==> config.mk <==
export PLATFORM = sky130hd
export DESIGN_NAME = mag_peak_detect
export DESIGN_NICKNAME = d
export VERILOG_FILES = /design/src/rtl/mag_peak_detect.sv
export SDC_FILE = /design/constraint.sdc
export NUM_CORES = 1
export LEC_CHECK = 0
export CAP_MARGIN = 20
export CORE_UTILIZATION = 55
export CTS_CLUSTER_SIZE = 25
export DETAILED_ROUTE_END_ITERATION = 10
export GPL_ROUTABILITY_DRIVEN = 0
export GPL_TIMING_DRIVEN = 1
export PLACE_DENSITY = 0.8
export REMOVE_ABC_BUFFERS = 1
export SLEW_MARGIN = 20
export SYNTH_ARGS = -nofsm -noshare
export SYNTH_HDL_FRONTEND = slang
export SYNTH_SLANG_ARGS = --single-unit
export TNS_END_PERCENT = 100
==> constraint.sdc <==
create_clock -name i_clk -period 8.13 [get_ports i_clk]
set_input_delay 1.626 -clock i_clk [delete_from_list [all_inputs] [get_ports i_clk]]
set_output_delay 1.626 -clock i_clk [all_outputs]
set_load 0.005 [all_outputs]
==> src/rtl/mag_peak_detect.sv <==
// Moving-average smoother for a magnitude stream with hysteresis pulse detection
// and peak reporting. Define PEAK_HOLDOFF_EN to add a post-event holdoff state.
module mag_peak_detect #(
  parameter int WIDTH   = 10,
  parameter int LOG_WIN = 3,
  parameter int CNT_W   = 12,
  parameter int HOLDOFF = 64
) (
  input  logic             i_clk,
  input  logic             i_rst,
  input  logic             i_valid,
  input  logic [WIDTH-1:0] i_mag,
  input  logic [WIDTH-1:0] i_thr_hi,
  input  logic [WIDTH-1:0] i_thr_lo,
  output logic [WIDTH-1:0] o_avg,
  output logic             o_avg_valid,
  output logic             o_peak_valid,
  output logic [WIDTH-1:0] o_peak_mag,
  output logic [CNT_W-1:0] o_peak_pos,
  output logic             o_busy
);

  localparam int WIN   = 1 << LOG_WIN;
  localparam int SUM_W = WIDTH + LOG_WIN;
  localparam logic [CNT_W-1:0] CNT_MAX = '1;

  if (HOLDOFF < 1) begin : g_holdoff_check
    $error("HOLDOFF must be at least 1");
  end

  logic [WIDTH-1:0]   win_reg [WIN];
  logic [LOG_WIN-1:0] wp_reg;
  logic [SUM_W-1:0]   sum_reg;
  logic [SUM_W-1:0]   sum_next;

  // Oldest sample leaves the window as the new one enters; modular math never overflows.
  assign sum_next = sum_reg + SUM_W'(i_mag) - SUM_W'(win_reg[wp_reg]);

  always_ff @(posedge i_clk or posedge i_rst) begin
    if (i_rst) begin
      for (int i = 0; i < WIN; i++) win_reg[i] <= '0;
      wp_reg      <= '0;
      sum_reg     <= '0;
      o_avg       <= '0;
      o_avg_valid <= 1'b0;
    end else begin
      o_avg_valid <= i_valid;
      if (i_valid) begin
        win_reg[wp_reg] <= i_mag;
        wp_reg          <= wp_reg + 1'b1;
        sum_reg         <= sum_next;
        o_avg           <= sum_next[SUM_W-1:LOG_WIN];
      end
    end
  end

`ifdef PEAK_HOLDOFF_EN
  typedef enum logic [1:0] {S_IDLE, S_ABOVE, S_HOLD} state_t;
  localparam int HOLD_W = (HOLDOFF > 1) ? $clog2(HOLDOFF) : 1;
  localparam logic [HOLD_W-1:0] HOLD_LAST = HOLD_W'(HOLDOFF - 1);
  logic [HOLD_W-1:0] hold_reg, hold_next;
`else
  typedef enum logic {S_IDLE, S_ABOVE} state_t;
`endif

  state_t           state_reg, state_next;
  logic [WIDTH-1:0] peak_reg, peak_next;
  logic [CNT_W-1:0] pos_reg, pos_next;
  logic [CNT_W-1:0] cnt_reg, cnt_next, cnt_inc;
  logic             event_next;
  logic [WIDTH-1:0] peak_mag_next;
  logic [CNT_W-1:0] peak_pos_next;

  assign cnt_inc = cnt_reg + 1'b1;

  always_comb begin
    state_next    = state_reg;
    peak_next     = peak_reg;
    pos_next      = pos_reg;
    cnt_next      = cnt_reg;
    event_next    = 1'b0;
    peak_mag_next = o_peak_mag;
    peak_pos_next = o_peak_pos;
`ifdef PEAK_HOLDOFF_EN
    hold_next     = hold_reg;
`endif
    if (o_avg_valid) begin
      case (state_reg)
        S_IDLE: begin
          if (o_avg >= i_thr_hi) begin
            state_next = S_ABOVE;
            peak_next  = o_avg;
            pos_next   = '0;
            cnt_next   = '0;
          end
        end
        S_ABOVE: begin
          cnt_next = cnt_inc;
          // The exiting sample closes the pulse and is not a peak candidate.
          if ((o_avg < i_thr_lo) || (cnt_inc == CNT_MAX)) begin
            event_next    = 1'b1;
            peak_mag_next = peak_reg;
            peak_pos_next = pos_reg;
`ifdef PEAK_HOLDOFF_EN
            state_next    = S_HOLD;
            hold_next     = '0;
`else
            state_next    = S_IDLE;
`endif
          end else if (o_avg > peak_reg) begin
            peak_next = o_avg;
            pos_next  = cnt_inc;
          end
        end
`ifdef PEAK_HOLDOFF_EN
        S_HOLD: begin
          if (hold_reg == HOLD_LAST) state_next = S_IDLE;
          else                       hold_next  = hold_reg + 1'b1;
        end
`endif
        default: state_next = S_IDLE;
      endcase
    end
  end

  always_ff @(posedge i_clk or posedge i_rst) begin
    if (i_rst) begin
      state_reg    <= S_IDLE;
      peak_reg     <= '0;
      pos_reg      <= '0;
      cnt_reg      <= '0;
      o_peak_valid <= 1'b0;
      o_peak_mag   <= '0;
      o_peak_pos   <= '0;
`ifdef PEAK_HOLDOFF_EN
      hold_reg     <= '0;
`endif
    end else begin
      state_reg    <= state_next;
      peak_reg     <= peak_next;
      pos_reg      <= pos_next;
      cnt_reg      <= cnt_next;
      o_peak_valid <= event_next;
      o_peak_mag   <= peak_mag_next;
      o_peak_pos   <= peak_pos_next;
`ifdef PEAK_HOLDOFF_EN
      hold_reg     <= hold_next;
`endif
    end
  end

  assign o_busy = (state_reg != S_IDLE);

endmodule

==> reports/metrics.cfg, run 1 <==
[run_status]
run_status = finished clean

[clock_tree]
insertion_delay_ns = 0.44
tritoncts = done
clockBufferDepth = 2
clk_pin_slew_ns = 0.06
cts_setup_buffers = 0
cts_buffers = 17
cts_num_sinks = 155

[power_and_ir_drop]
total_power_mw = 4.69
comb_power_mw = 2.52
intPower_mw = 2.83
switchingPower_mw = 1.86

[logic_synthesis]
aoi_share_pct = 11.2
ys_seq_share_pct = 45.5
edf_count = 0
synth_area_leader_cell = dfrtp_1
ys.flops = 155
most_common_cell = dfrtp_1
yosys-top-cells-count = dfrtp_1, inv_1, mux2_2, o21ai_0, nand2_1
xor_area_share_pct = 1.63
synthFlopType = dfrtp_1
syn-cell-area_mm2 = 0.00853
yosys_warnings = 0

[placed_design]
numPortBuffers = 67
dp_cells = 960

[worst_setup_path]
r2r_slack_ns = 3.94
worstReg2RegEnd = o_avg[6]
crit_buf_inv = 3
critPathMaxFanout = 5
setup.worst_path.end = o_avg[6]

[cells_and_area]
lay_top_count = dfrtp_1
n_all_buffers = 73
comb_share_pct = 41.6
logic_gate_count = 464
mi_logic_area_mm2 = 0.00410
final_cells = 991
drive_above_1_share_pct = 17.9
sh_seq_area_pct = 39.4
antenna_cells = 0
n_all_inverters = 80
buffer_area_share_pct = 7.27
lay_top_cells = dfrtp_1, inv_1, clkdlybuf4s50_1

[flow_run]
max_cap_viol_count = 0

[detailed_routing]
vias = 5976
drtIter0Drc = 382
via_per_inst = 6.03
dr.pass1.iters = 5

[timing]
setup_tns_ns = 0
layout_worst_path_cycle_share_pct = 55.2
period_minus_slack_ns = 4.49
hold_viol = 0

[die]
rows = 45
num_io_pins = 68
fp-utilization_pct = 56.3

[worst_hold_path]
worstHoldEndpoint = win_reg[8]
worstHoldPathCells = 2

[global_route]
grt_pass1_wl_um = 31500
antenna_found_initial = 0
grt_overflow = 0
grt_pass1_vias = 6339

==> run 1: layer usage <==
layer | wire length, um | vias to the layer above | track usage (%)
li1 | - | 2712 | -
met1 | 8220 | 3035 | 31.3
met2 | 9550 | 188 | 44.1
met3 | 802 | 41 | 5.19
met4 | 497 | 0 | 11.5
met5 | 0 | - | 0
==> run 1: stage by stage <==
| stage | hold WS, ns | setup slack, ns | util [%] | instance area, um^2 |
|---|---|---|---|---|
| floorplan | 0.445 | 2.33 | - | 8280 |
| global route | 0.496 | 3.45 | 65.0 | 9850 |
| global placement | 0.457 | 3.37 | 61.0 | 9240 |
| finish | 0.480 | 3.64 | 65.0 | 9850 |
| detailed placement | 0.465 | 3.27 | 61.0 | 9240 |
| CTS | 0.479 | 3.70 | 65.0 | 9850 |
Run 1, placement density heat map:
13 x 13 tiles, from black (low) to pale yellow (high), 0 to 100% covered.
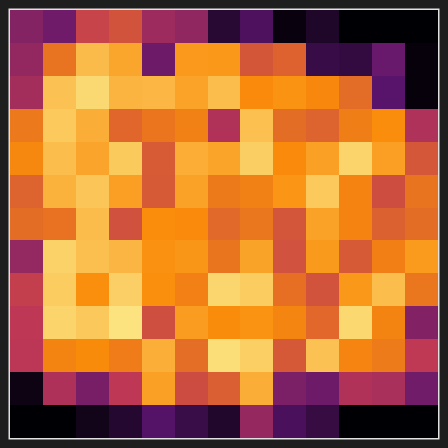
nearly empty tiles: 5.9%
fullest tile: 94%
mean over tiles: 60%
emptiest ninth of the die: north-east

Run 1, congestion heat map:
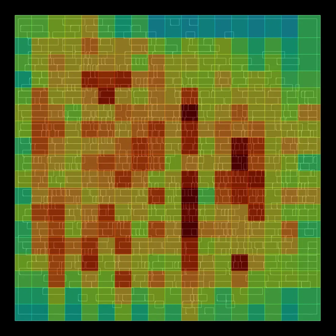
gr busiest metal: met2
final design utilization: 65.0%
met3 usage: 5.19%
met2 usage: 44.1%
gr usage total: 25.6%

Run 1, cell classes on the final placement:
Bar = 50 um. Fill, decap, tap and diode cells in grey.
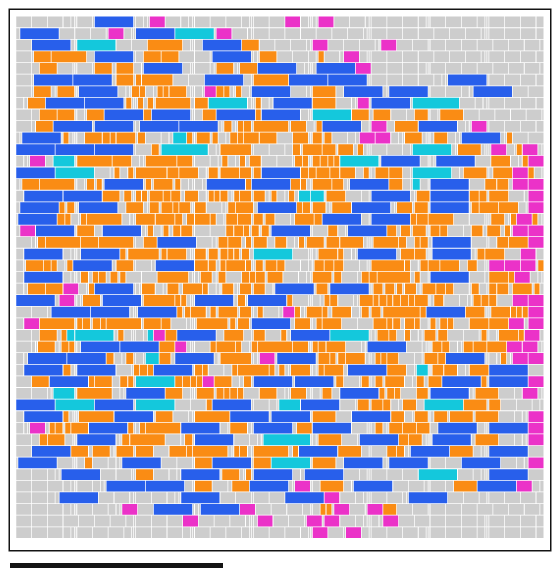
| class | colour | cells | share of their area |
|---|---|---|---|
| combinational and other logic | orange | 544 | 46% |
| sequential cells | blue | 155 | 40% |
| remaining buffers and delay cells | magenta | 73 | 7.4% |
| clock drivers and dummy loads | cyan | 31 | 6.4% |

Run 1, sequential cells coloured by netlist name:
Bar = 50 um.
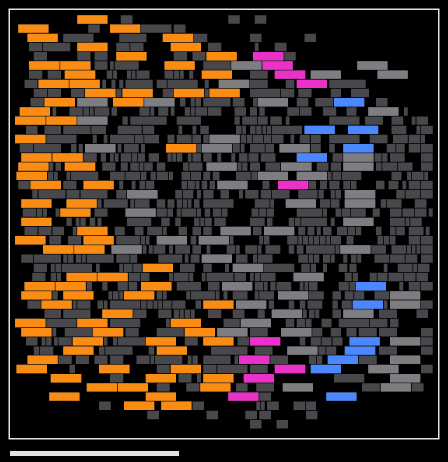

==> run 2: changes to the inputs <==
--- a/config.mk
+++ b/config.mk
@@ -6,12 +6,12 @@
 export NUM_CORES = 1
 export LEC_CHECK = 0
 export CAP_MARGIN = 20
-export CORE_UTILIZATION = 55
+export CORE_UTILIZATION = 53
 export CTS_CLUSTER_SIZE = 25
 export DETAILED_ROUTE_END_ITERATION = 10
 export GPL_ROUTABILITY_DRIVEN = 0
 export GPL_TIMING_DRIVEN = 1
-export PLACE_DENSITY = 0.8
+export PLACE_DENSITY = 0.81
 export REMOVE_ABC_BUFFERS = 1
 export SLEW_MARGIN = 20
 export SYNTH_ARGS = -nofsm -noshare
==> constraint.sdc (replaced) <==
create_clock -name i_clk -period 3.85 [get_ports i_clk]
set_input_delay 0.77 -clock i_clk [delete_from_list [all_inputs] [get_ports i_clk]]
set_output_delay 0.77 -clock i_clk [all_outputs]
set_load 0.005 [all_outputs]
Run 2, sequential cells coloured by netlist name:
Bar = 50 um.
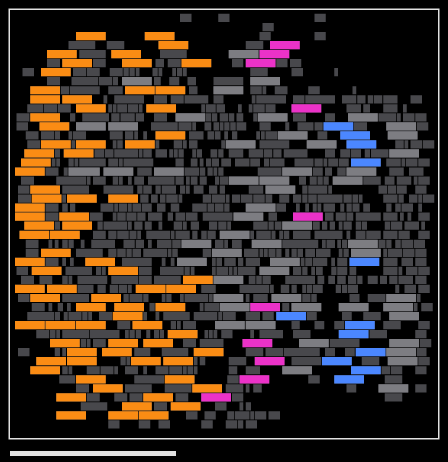
| name in the netlist | colour | placed flops |
|---|---|---|
| o_peak_mag | magenta | 10 |
| pos_reg | blue | 12 |
| win_reg | orange | 80 |

Run 2, metal layers overlaid:
Bar = 50 um. Two of the layers only.
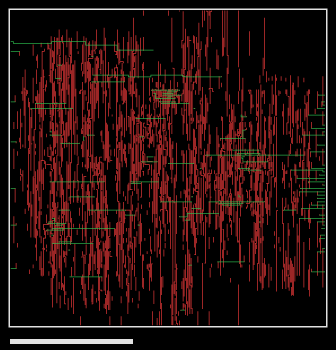
| layer | colour | wire length |
|---|---|---|
| metal 3 | green | 786 um |
| metal 2 | red | 9940 um |

Run 2, placement density heat map:
13 x 13 tiles, from black (low) to pale yellow (high), 0 to 100% covered.
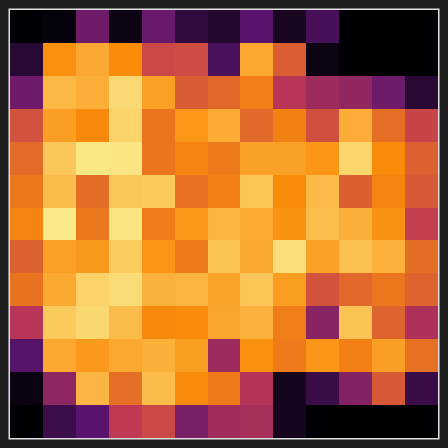
mean over tiles: 60%
tiles over 75% full: 40%
fullest tile: 95%
nearly empty tiles: 7.7%
emptiest ninth of the die: north-east
final design utilization: 64.3%
Core Util at FP: 53.9%
Core Region: 0.0158 mm^2

==> run 2 against run 1 <==
Compared with the run above: setup slack got worse by 3.6 ns; critical path type is now reg2reg; area after synthesis did not move; critical path depth rose by 3; flip-flop count did not move; clock skew rose by 0.0012 ns; sequential power rose by 110%; hold slack barely moved.
==> reports/metrics.cfg, run 2 <==
[detailed_routing]
dr.pass1.iters = 7
drtIter0Drc = 403
met3_length_um = 785
vias = 5964
drc = 0
met1_length_um = 8090
wl_met2_um = 9940
top_layer = met4
via_per_inst = 5.69

[placed_design]
dp_cells = 1017
place_area_mm2 = 0.00953
dpl_worst_slack_ns = -0.0309
dp.final_hpwl_um = 13500
numPortBuffers = 67

[logic_synthesis]
yosys-top-cells-count = dfrtp_1, inv_1, mux2_2, o21ai_0, nand2_1
aoi_share_pct = 11.2
ys_seq_share_pct = 45.5
syn_avg_cell_area_um2 = 11.5
xor_area_share_pct = 1.63
yosys_warnings = 0
syn-cell-area_mm2 = 0.00853
synth_area_leader_cell = dfrtp_1
synth_async_sr_flop_share_pct = 100
edf_count = 0
ys.flops = 155
ys_types = 58
most_common_cell = dfrtp_1
synthFlopType = dfrtp_1
ys_cells = 743

[worst_setup_path]
crit_buf_inv = 3
critPathMaxFanout = 7
endpoint_kind = flop
crit_required_ns = 4.17

[power_and_ir_drop]
intPower_mw = 6.29
comb_power_mw = 5.78
p_sw_share_pct = 39.1
switchingPower_mw = 4.04
total_power_mw = 10.3
p_leak_nw = 4.79
pwr-share-seq_pct = 27.7
pwr.group.clock_mw = 1.69

[cells_and_area]
comb_share_pct = 40.5
buffer_area_share_pct = 9.70
lay_top_cells = dfrtp_1, inv_1, clkdlybuf4s50_1
n_all_inverters = 80
lay_top_count = dfrtp_1
antenna_cells = 0
n_all_buffers = 102
largestClassByArea = logic gates
mi_logic_area_mm2 = 0.00412
sh_seq_area_pct = 38.1
drive_above_1_share_pct = 21.5
finalInstanceArea_mm2 = 0.0102
final_cells = 1049
logic_gate_count = 464

[global_route]
met2_usage_pct = 43.4
grtUsageTotal_pct = 24.8
grt_pass1_wl_um = 31300
grt_use_met1_pct = 30.9
grt_overflow = 0
antenna_found_initial = 0
met3_usage_pct = 3.99
grt_pass1_vias = 6204
top_usage_layer = met2

[run_status]
run_status = finished clean

[die]
rows = 46
num_io_pins = 68
chip_area_mm2 = 0.0166

[flow_run]
max_cap_viol_count = 0
warning_count = 27

[clock_tree]
cts_setup_buffers = 0
tritoncts = done
cts_hold_buf = 0
cts_buffers = 17
clockBufferDepth = 2
insertion_delay_ns = 0.43
clk_pin_slew_ns = 0.06
cts_num_sinks = 155

[timing]
hold_viol = 0
setup_tns_ns = 0
period_minus_slack_ns = 3.78
layout_worst_path_cycle_share_pct = 98.1
fin_ws_ns = 0.0744
hold_slack_ns = 0.480

[run 2: netlist changes by cell type in the layout (fill, tap and decap cells not counted), moves of 2 or more]
cell,change
clkbuf_8,+2
buf_12,+4
buf_4,+24
ha_1,-2
[run 2: final timing paths]
| check | startpoint | end | slack [ns] | cells past startpoint |
|---|---|---|---|---|
| worst max-delay path | wp_reg[0] | o_avg[7] | 0.07 | 15 |
| worst min-delay path | win_reg[28] | win_reg[28] | 0.48 | 2 |
| worst max register to register | wp_reg[0] | o_avg[7] | 0.07 | 15 |
| worst min register to register | win_reg[28] | win_reg[28] | 0.48 | 2 |
| max in group asynchronous | i_rst | wp_reg[2] | 2.18 | 3 |
| min in group asynchronous | i_rst | pos_reg[0] | 0.82 | 2 |
No activity file was given, so power comes from the tool's default toggle rates.
